**src/rtl/bus_sequencer_pkg.sv**
```systemverilog
`default_nettype none
// +------------------------------------------------------------------------+
// | bus_sequencer_pkg : opcodes, state encoding and register-index helpers  |
// | Rev 1.0                                                                 |
// +------------------------------------------------------------------------+
package bus_sequencer_pkg;

   localparam logic [2:0] OP_MV  = 3'b000;
   localparam logic [2:0] OP_MVI = 3'b001;
   localparam logic [2:0] OP_ADD = 3'b010;
   localparam logic [2:0] OP_SUB = 3'b011;
   localparam logic [2:0] OP_XOR = 3'b100;

   typedef enum logic [1:0] {
      IDLE = 2'd0,
      T1   = 2'd1,
      T2   = 2'd2,
      T3   = 2'd3
   } seq_state_t;

   // G and A sit directly above the general registers in the enable vectors.
   function automatic int unsigned g_index(input int unsigned num_gpr);
      return num_gpr;
   endfunction

   function automatic int unsigned a_index(input int unsigned num_gpr);
      return num_gpr + 1;
   endfunction

endpackage
`default_nettype wire

```
**src/rtl/bus_sequencer_seq_decoder.sv**
```systemverilog
`default_nettype none
// +------------------------------------------------------------------------+
// | seq_decoder : combinational step decoder (state + latched fields ->     |
// | datapath enables and selects)                                           |
// | Rev 1.0                                                                 |
// +------------------------------------------------------------------------+
module seq_decoder
   import bus_sequencer_pkg::*;
#(
   parameter int NUM_GPR = 16,
   parameter int IDX_W   = 4
) (
   input  seq_state_t         state,
   input  logic [2:0]         func,
   input  logic [IDX_W-1:0]   rx,
   input  logic [IDX_W-1:0]   ry,
   output logic [NUM_GPR+1:0] reg_in,
   output logic [NUM_GPR:0]   reg_out,
   output logic               data_out,
   output logic               addsub,
   output logic               addorxor,
   output logic               done,
   output logic               illegal
);

   localparam int RI_W  = NUM_GPR + 2;
   localparam int RO_W  = NUM_GPR + 1;
   localparam int G_IDX = int'(g_index(NUM_GPR));
   localparam int A_IDX = int'(a_index(NUM_GPR));

   localparam logic [RI_W-1:0] G_IN  = RI_W'(1) << G_IDX;
   localparam logic [RI_W-1:0] A_IN  = RI_W'(1) << A_IDX;
   localparam logic [RO_W-1:0] G_OUT = RO_W'(1) << G_IDX;

   logic            w_idx_bad;
   logic            w_legal;
   logic [RI_W-1:0] w_rx_in;
   logic [RO_W-1:0] w_rx_out;
   logic [RO_W-1:0] w_ry_out;

   // Out-of-range indices can only exist when the index field is wider than needed.
   if (NUM_GPR < (1 << IDX_W)) begin : g_idx_check
      assign w_idx_bad = (32'(rx) >= 32'(NUM_GPR)) || (32'(ry) >= 32'(NUM_GPR));
   end else begin : g_idx_full
      assign w_idx_bad = 1'b0;
   end

   assign w_legal  = (func <= OP_XOR) && !w_idx_bad;
   assign w_rx_in  = RI_W'(1) << rx;
   assign w_rx_out = RO_W'(1) << rx;
   assign w_ry_out = RO_W'(1) << ry;

   always_comb begin
      reg_in   = '0;
      reg_out  = '0;
      data_out = 1'b0;
      addsub   = 1'b0;
      addorxor = 1'b0;
      done     = 1'b0;
      illegal  = 1'b0;
      case (state)
         T1: begin
            if (!w_legal) begin
               done    = 1'b1;
               illegal = 1'b1;
            end else begin
               case (func)
                  OP_MV: begin
                     reg_out = w_ry_out;
                     reg_in  = w_rx_in;
                     done    = 1'b1;
                  end
                  OP_MVI: begin
                     data_out = 1'b1;
                     reg_in   = w_rx_in;
                     done     = 1'b1;
                  end
                  default: begin
                     reg_out = w_rx_out;
                     reg_in  = A_IN;
                  end
               endcase
            end
         end
         T2: begin
            reg_out  = w_ry_out;
            reg_in   = G_IN;
            addsub   = (func == OP_SUB);
            addorxor = (func == OP_XOR);
         end
         T3: begin
            reg_out = G_OUT;
            reg_in  = w_rx_in;
            done    = 1'b1;
         end
         default: ;
      endcase
   end

endmodule
`default_nettype wire

```
**src/rtl/bus_sequencer.sv**
```systemverilog
`default_nettype none
// +------------------------------------------------------------------------+
// | bus_sequencer : control FSM for the shared-bus register datapath.       |
// | Optional retired-instruction counter enabled by SEQ_PERF_CNT_EN.        |
// | Rev 1.0                                                                 |
// +------------------------------------------------------------------------+
module bus_sequencer
   import bus_sequencer_pkg::*;
#(
   parameter int NUM_GPR = 16,
   parameter int IDX_W   = 4
) (
   input  logic               clk,
   input  logic               reset,
   input  logic               instr_valid,
   output logic               instr_ready,
   input  logic [2:0]         func,
   input  logic [IDX_W-1:0]   rx,
   input  logic [IDX_W-1:0]   ry,
   output logic [NUM_GPR+1:0] reg_in,
   output logic [NUM_GPR:0]   reg_out,
   output logic               data_out,
   output logic               addsub,
   output logic               addorxor,
   output logic               done,
   output logic               illegal
`ifdef SEQ_PERF_CNT_EN
   ,
   output logic [15:0]        retired
`endif
);

   seq_state_t       r_state;
   logic [2:0]       r_func;
   logic [IDX_W-1:0] r_rx;
   logic [IDX_W-1:0] r_ry;
   logic             r_ready;

   assign instr_ready = r_ready;

   // Fields are captured only on acceptance, so later input changes are ignored.
   always_ff @(posedge clk) begin
      if (reset) begin
         r_state <= IDLE;
         r_func  <= '0;
         r_rx    <= '0;
         r_ry    <= '0;
         r_ready <= 1'b1;
      end else begin
         case (r_state)
            IDLE: begin
               if (instr_valid && r_ready) begin
                  r_func  <= func;
                  r_rx    <= rx;
                  r_ry    <= ry;
                  r_state <= T1;
                  r_ready <= 1'b0;
               end
            end
            T1: begin
               // Single-step instructions (and illegal ones) retire in T1.
               if (done) begin
                  r_state <= IDLE;
                  r_ready <= 1'b1;
               end else begin
                  r_state <= T2;
               end
            end
            T2: r_state <= T3;
            T3: begin
               r_state <= IDLE;
               r_ready <= 1'b1;
            end
            default: begin
               r_state <= IDLE;
               r_ready <= 1'b1;
            end
         endcase
      end
   end

   seq_decoder #(
      .NUM_GPR (NUM_GPR),
      .IDX_W   (IDX_W)
   ) u_decoder (
      .state    (r_state),
      .func     (r_func),
      .rx       (r_rx),
      .ry       (r_ry),
      .reg_in   (reg_in),
      .reg_out  (reg_out),
      .data_out (data_out),
      .addsub   (addsub),
      .addorxor (addorxor),
      .done     (done),
      .illegal  (illegal)
   );

`ifdef SEQ_PERF_CNT_EN
   logic [15:0] r_retired;

   always_ff @(posedge clk) begin
      if (reset) begin
         r_retired <= '0;
      end else if (done) begin
         r_retired <= r_retired + 16'd1;
      end
   end

   assign retired = r_retired;
`endif

endmodule
`default_nettype wire

```
**config.mk**
```make
export PLATFORM = sky130hd
export DESIGN_NAME = bus_sequencer
export DESIGN_NICKNAME = d
export VERILOG_FILES = /design/src/rtl/bus_sequencer_pkg.sv /design/src/rtl/bus_sequencer_seq_decoder.sv /design/src/rtl/bus_sequencer.sv
export SDC_FILE = /design/constraint.sdc
export NUM_CORES = 1
export LEC_CHECK = 0
export ABC_AREA = 0
export CAP_MARGIN = 20
export CORE_ASPECT_RATIO = 0.5
export CORE_UTILIZATION = 45
export DETAILED_ROUTE_END_ITERATION = 16
export HOLD_SLACK_MARGIN = 0.08
export PLACE_DENSITY = 0.93
export SETUP_SLACK_MARGIN = 0.05
export SLEW_MARGIN = 20
export SYNTH_ARGS = -nofsm -noshare
export SYNTH_HDL_FRONTEND = slang
export SYNTH_HIERARCHICAL = 1
export SYNTH_SLANG_ARGS = --single-unit
```
**constraint.sdc**
```tcl
create_clock -name clk -period 2.9 [get_ports clk]
set_input_delay 0.58 -clock clk [delete_from_list [all_inputs] [get_ports clk]]
set_output_delay 0.58 -clock clk [all_outputs]
set_load 0.05 [all_outputs]
```
run_1/congestion_map.png
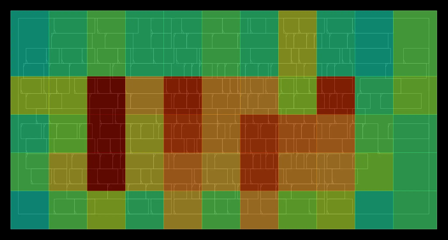
met1 Track Usage GR: 0.309
met2 global-route usage: 0.433

run_1/floorplan.png
Bar = 20 um. Pins as bars on the die edge.
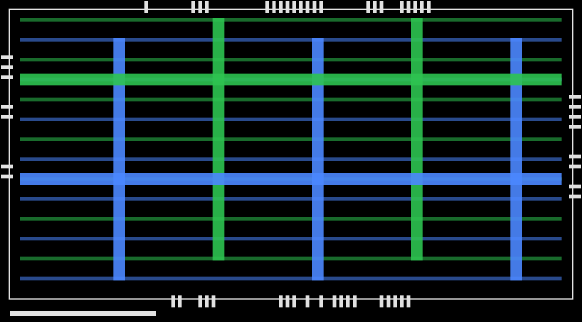
- VDD: green
- VSS: blue
- met4 straps: 5
- signal pins: 55
Die Y: 39.4 um
Core Area: 0.00262 mm^2
Max IR drop VDD: 0.000354 V
die span in x: 76.9 um

run_1/port_trees.png
Bar = 20 um.
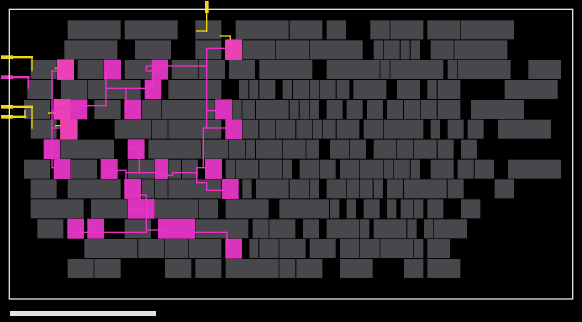
- `rx`: yellow (bits 4; direction input; end cells 4; wire 24.0 um)
- `reset`: magenta (bits 1; direction input; end cells 26; wire 145 um)
I/O Buffers: 54
io pins: 55

run_1/class_map.png
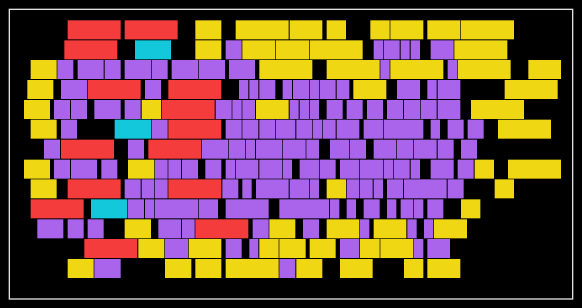
- remaining logic cells: purple (cells 141; share of their area 48%)
- remaining buffers and delay cells: yellow (cells 56; share of their area 36%)
- registers: red (cells 14; share of their area 14%)
- clock-net drivers: cyan (cells 3; share of their area 2.1%)

==> flow_summary.ini, run 1 <==
; generated from flow reports
[run_status]
outcome = finished, final reports clean

[floorplan]
fp_util = 0.482

[logic_synthesis]
synth-cells-yosys = 164
ys_seq_share = 0.222
netlist_instances = 164
yosys_area_mm2 = 0.00126
ys_seq_elements = 14
largest_area_cell = dfxtp_1
synth_top_area_share = 0.222
dominantRegCellSynth = dfxtp_1
fp_nets = 178

[final_timing]
rsz0062_at_grt = false
finalCriticalPeriod_ps = 2720
finClkSkew_ps = 4.04
final_hold_viol_count = 0

[worst_hold_path]
min-delay-start = instr_ready
holdPathEnd = r_state[0]
hold_depth = 2

[setup_path]
rr_startpoint = r_func[1]
cp-end-kind = output pin
criticalPathCategory = flop to output pin
r2r_cells = 5

[global_route]
grt_pass1_wl_um = 5710
track_usage = 0.244
grt_max_degree = 27

[layout]
logic_gate_count = 139
inv_count = 2
buf_share = 0.351
clk_share = 0.0206
logic_area_um2 = 925
layout_top_cell = nand2b_1

[clocking]
htree_num_levels = 1
path_clk_slew_ps = 50
cts_buffers = 3

[route]
avgRoutedWirePerCell_um = 14.4
routed.top_layer = met4
met1_length_um = 1440
ant_nets = 0
drt_pass1_iterations = 4
met2_length_um = 1790
wl_um = 3620

[placement]
dp_hpwl_um = 2770
dp_slack_ps = 324

[power_and_ir_drop]
power-per-cell-area_mw_per_mm2 = 349
internal-power_uw = 427
p_seq_uw = 259
power_frac_seq = 0.370
sw_frac_of_total = 0.390
run 1: kinds of logic after synthesis:
kind of cell	Yosys count	share of synthesized area
compound gates	30	0.186
buf+inv	11	0.0516
flops	14	0.222
mux	11	0.0873
simple gates	98	0.453
run 1: registers in the layout, indices dropped and copies added, names as in the netlist, named ones only:
signal,flops
instr_ready,1
r_func,3
r_rx,4
r_ry,4
r_state,1
run 1: routing by layer:
metal / up-vias / global-route usage
met5: - / 0
met4: 0 / 0.0913
met3: 8 / 0.0372
met2: 85 / 0.433
met1: 686 / 0.309
li1: 688 / -
run 1: stage by stage:
step / instances / instance area [um^2]
2_1_floorplan: 164 / 1270
3_3_place_gp: 248 / 1920
3_5_place_dp: 248 / 1920
4_1_cts: 251 / 1960
5_1_grt: 251 / 2000
6_report: 251 / 2000
==> run 1 -> run 2 <==
- SETUP_SLACK_MARGIN: 0.05 -> unset
run_2/congestion_map.png
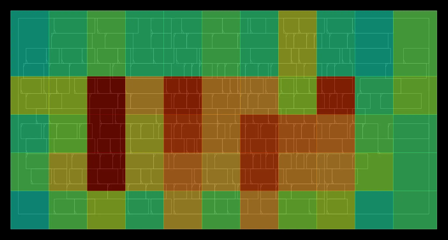
Routed wire per std cell: 14.5 um
Layout Utilization: 0.763
global routing usage on met3: 0.0372
GRT Max-Usage Layer: met2
GRT Overall Usage: 0.244

==> run 2 against run 1 <==
  * Global-route usage did not move
  * Cell count unchanged
  * Die area did not move
  * Critical path type unchanged
  * Largest cell class unchanged
  * Largest power group unchanged
  * Highest routed layer unchanged
==> flow_summary.ini, run 2 <==
; generated from flow reports
[run_status]
outcome = finished, final reports clean

[clocking]
path_clk_slew_ps = 50
htree_num_levels = 1

[global_route]
global_route.usage.met2 = 0.433
grt_use_met1 = 0.309
grt_pass1_wl_um = 5710
grt_max_degree = 27

[final_timing]
finClkSkew_ps = 4.10
final_hold_viol_count = 0
finalCriticalPeriod_ps = 2780
rsz0062_at_grt = false

[layout]
buf_share = 0.349
inv_count = 2
logic_gate_count = 139
clk_share = 0.0207
logic_area_um2 = 925
layout_top_cell = nand2b_1

[logic_synthesis]
fp_nets = 178
ys_seq_elements = 14
synth_top_area_share = 0.222
dominantRegCellSynth = dfxtp_1
yosys_area_mm2 = 0.00126
ys_seq_share = 0.222
largest_area_cell = dfxtp_1

[placement]
port_buffers = 54
dp_slack_ps = 324
dpl-instance-area_mm2 = 0.00192

[setup_path]
rr_startpoint = r_func[1]
r2r_cells = 5
cp-end-kind = output pin
criticalPathCategory = flop to output pin

[route]
routed.top_layer = met4
met2_length_um = 1790
drt_pass1_iterations = 4
ant_nets = 0
wl_um = 3640

[worst_hold_path]
hold_depth = 2
min-delay-start = instr_ready
holdPathEnd = instr_ready

[floorplan]
core_mm2 = 0.00262
fp_util = 0.482
ios = 55

[power_and_ir_drop]
power-per-cell-area_mw_per_mm2 = 350
p_seq_uw = 259
combPwrFrac = 0.417
sw_frac_of_total = 0.390
run_2/m1.png
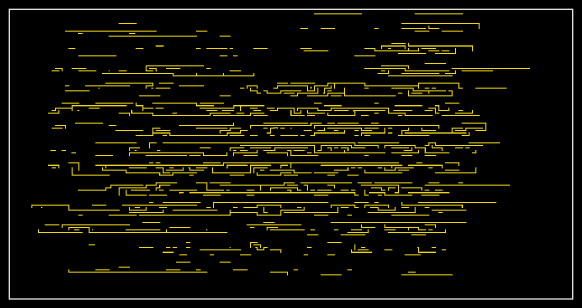
- longest straight run: 26.2 um
- wire length on this layer: 1480 um
- nets with wire on the layer: 200
- main direction: horizontal

-- run 2: cells by family after synthesis --
| kind of cell | count (synthesis) | synth area share |
|---|---|---|
| muxes | 11 | 0.0873 |
| AOI/OAI and AO/OA | 30 | 0.186 |
| DFF | 14 | 0.222 |
| buffers and inverters | 11 | 0.0516 |
| and+or+nand+nor | 98 | 0.453 |
-- run 2: per-stage QoR --
step                      utilization  cells
after global routing            0.763    251
after CTS                       0.750    251
after floorplan                     -    164
final                           0.763    251
after global placement          0.734    248
after detailed placement        0.734    248
-- run 2: timing repair --
item,4_1_cts,5_1_grt
endpoints found under the setup margin,0,19
resized,0,14
setup buffers,0,0
-- run 2: tightest hold or removal path: stages (launching register included) --
cell,delay (ps)
dfxtp_1,340
nor2_1,110
a21oi_1,70
Power and IR drop assume default switching activity.
